Fig. 1: M1 wires
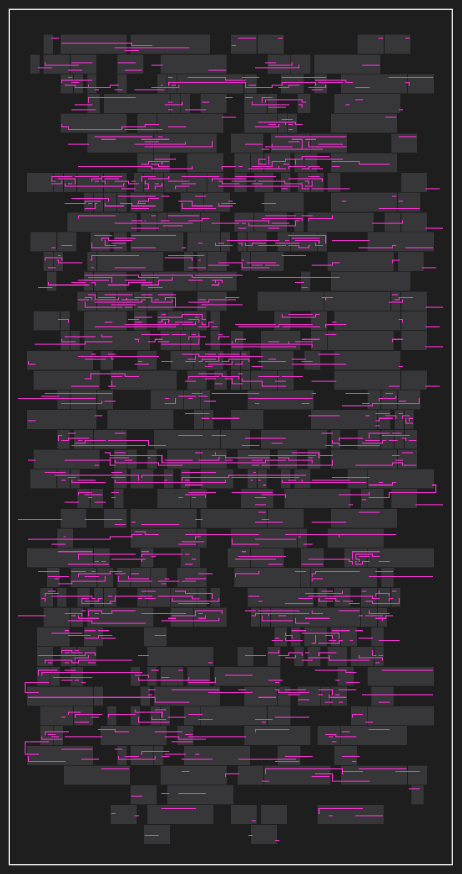
Fig. 2: met2 routing
Bar = 20 microns.
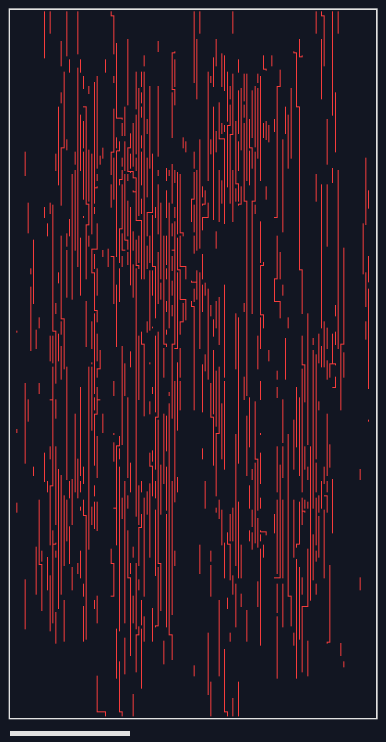
Fig. 3: the metal 3 layer
Bar = 20 microns.
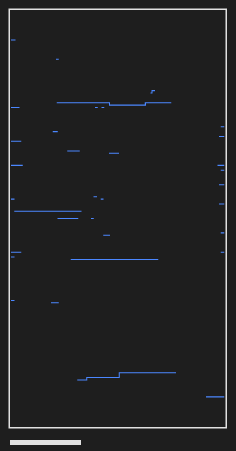
Design hood_status_display, sky130hd; sources not shown.
==> report_table.html <==
<!-- implementation run metrics -->
<table>
<tr><th>Metric</th><th>Value</th></tr>
<tr><th colspan="2">Placed design</th></tr>
<tr><td>GP Congestion</td><td>0.881</td></tr>
<tr><td>Port Buffers</td><td>33</td></tr>
<tr><td>Hpwl dp</td><td>5.14 mm</td></tr>
<tr><th colspan="2">Detailed routing</th></tr>
<tr><td>Number of antenna-violating nets in the routed design</td><td>0</td></tr>
<tr><td>Post-detailed-route wirelength per cell</td><td>14.6 microns</td></tr>
<tr><td>Residual DRC</td><td>0</td></tr>
<tr><td>Avg Vias per Cell</td><td>5.38</td></tr>
<tr><th colspan="2">Timing</th></tr>
<tr><td>Max-slew headroom</td><td>0.504</td></tr>
<tr><td>Final hold violation count</td><td>0</td></tr>
<tr><td>Min Clock Period, post-route</td><td>2940 ps</td></tr>
<tr><td>Fin Hold WS</td><td>496 ps</td></tr>
<tr><th colspan="2">Critical path</th></tr>
<tr><td>Data required time at the worst endpoint</td><td>3300 ps</td></tr>
<tr><td>Maximum cell stage delay along the critical path</td><td>470 ps</td></tr>
<tr><td>WS Path Type</td><td>reg -&gt; reg</td></tr>
<tr><th colspan="2">Yosys</th></tr>
<tr><td>Post-synth EDFFs</td><td>0</td></tr>
<tr><td>Registers, synthesis</td><td>60</td></tr>
<tr><td>Mapped cell area</td><td>3290 sq um</td></tr>
<tr><td>Commonest register cell after synthesis</td><td>sky130_fd_sc_hd__dfrtp_1</td></tr>
<tr><td>Most area-hungry cell type in the Yosys netlist</td><td>sky130_fd_sc_hd__dfrtp_1</td></tr>
<tr><td>Count of instantiated cells in the yosys netlist</td><td>336</td></tr>
<tr><td>Leading cell type by number of instances after synthesis</td><td>sky130_fd_sc_hd__dfrtp_1</td></tr>
<tr><td>Leading cell types by count after synthesis</td><td>59 x sky130_fd_sc_hd__dfrtp_1, 46 x sky130_fd_sc_hd__nand2_1, 22 x sky130_fd_sc_hd__inv_1, 22 x sky130_fd_sc_hd__nor2_1, 21 x sky130_fd_sc_hd__o21ai_0</td></tr>
<tr><td>Leading cell types by total area after synthesis</td><td>sky130_fd_sc_hd__dfrtp_1 45%, sky130_fd_sc_hd__ha_1 7.2%, sky130_fd_sc_hd__nand2_1 5.2%</td></tr>
<tr><th colspan="2">Outcome</th></tr>
<tr><td>Status</td><td>finished clean</td></tr>
<tr><th colspan="2">Layout</th></tr>
<tr><td>Ratio of cells with drive above 1 in the final layout</td><td>0.149</td></tr>
<tr><th colspan="2">Flow run</th></tr>
<tr><td>Number of max-cap violations</td><td>0</td></tr>
<tr><th colspan="2">Clocking</th></tr>
<tr><td>Clock tree root driver cell</td><td>sky130_fd_sc_hd__clkbuf_16</td></tr>
<tr><td>Clock buffers created by TritonCTS</td><td>9</td></tr>
<tr><th colspan="2">Pwr</th></tr>
<tr><td>Power density cells</td><td>464 nW/um^2</td></tr>
<tr><td>Overall power</td><td>1.91 mW</td></tr>
<tr><td>Maximum vdd ir drop</td><td>390 uV</td></tr>
<tr><th colspan="2">Floorplanning</th></tr>
<tr><td>Fp util</td><td>0.526</td></tr>
<tr><td>Number of standard-cell rows in the floorplan</td><td>41</td></tr>
</table>
About Fig. 1:
The layer carries 2570 microns of wire. The wires run mostly horizontal.
overall routed net length: 6.92 mm
met1 track demand over resource in global routing: 0.222
via total after detailed routing: 2548

About Fig. 2:
The layer holds 58% of the routed length. The layer carries 4010 microns of wire. The wires run mostly vertical.
met2 capacity usage during global routing: 0.388

About Fig. 3:
25 nets have wire on it. The wires run mostly horizontal.
met3 capacity usage during global routing: 0.0538

==> placed cells by master, fill, tap and decap left out, types with 13 or more instances in the layout <==
master,Yosys,layout
sky130_fd_sc_hd__dfrtp_1,59,58
sky130_fd_sc_hd__inv_1,22,22
sky130_fd_sc_hd__a21oi_1,13,13
sky130_fd_sc_hd__ha_1,19,18
sky130_fd_sc_hd__xnor2_1,13,13
sky130_fd_sc_hd__buf_4,3,14
sky130_fd_sc_hd__nand2_1,46,46
sky130_fd_sc_hd__clkdlybuf4s50_1,0,32
sky130_fd_sc_hd__o21ai_0,21,21
sky130_fd_sc_hd__nor2_1,22,22
==> routing by layer <==
metal	global-route usage	up-vias	wire length (microns)
met1	0.222	1249	2570
met2	0.388	39	4010
met5	0	-	0
met4	0.111	0	187
met3	0.0538	14	151
li1	-	1246	-
==> logic make-up (layout without fill, tap and decap cells) <==
kind of cell | Yosys count | in the layout | share of synthesized area
compound gates | 62 | 62 | 0.130
xor+xnor | 22 | 22 | 0.0586
fa+ha+maj | 20 | 20 | 0.0783
buf+inv | 35 | 86 | 0.0475
flops | 60 | 60 | 0.457
mux | 6 | 6 | 0.0205
other cells | 1 | 2 | 0.00114
simple gates | 130 | 130 | 0.207
==> layout make-up <==
| cell class | count | area [sq um] | area share |
|---|---|---|---|
| Tap cell | 86 | 108 | 0.0261 |
| Timing Repair Buffer | 48 | 435 | 0.106 |
| Multi-Input combinational cell | 242 | 1670 | 0.404 |
| Clock buffer | 10 | 239 | 0.0580 |
| Sequential cell | 60 | 1500 | 0.365 |
| Clock inverter | 6 | 87.6 | 0.0212 |
| Inverter | 22 | 82.6 | 0.0200 |
==> report_power, final <==
part | internal, mW | switching [mW] | total [mW]
registers | 0.792 | 0.000489 | 0.793
logic | 0.0174 | 0.0217 | 0.0392
clock network | 0.729 | 0.351 | 1.08
total | 1.54 | 0.374 | 1.91
==> stage by stage <==
stage               instance area (sq um)  instances  utilization  setup TNS (ps)
floorplan                            3290        337            -               0
global placement                     3730        453        0.596               0
detailed placement                   3730        453        0.596               0
CTS                                  4060        469        0.648               0
global route                         4120        474        0.659           -37.4
finish                               4120        474        0.659               0
Power and IR drop assume default switching activity.
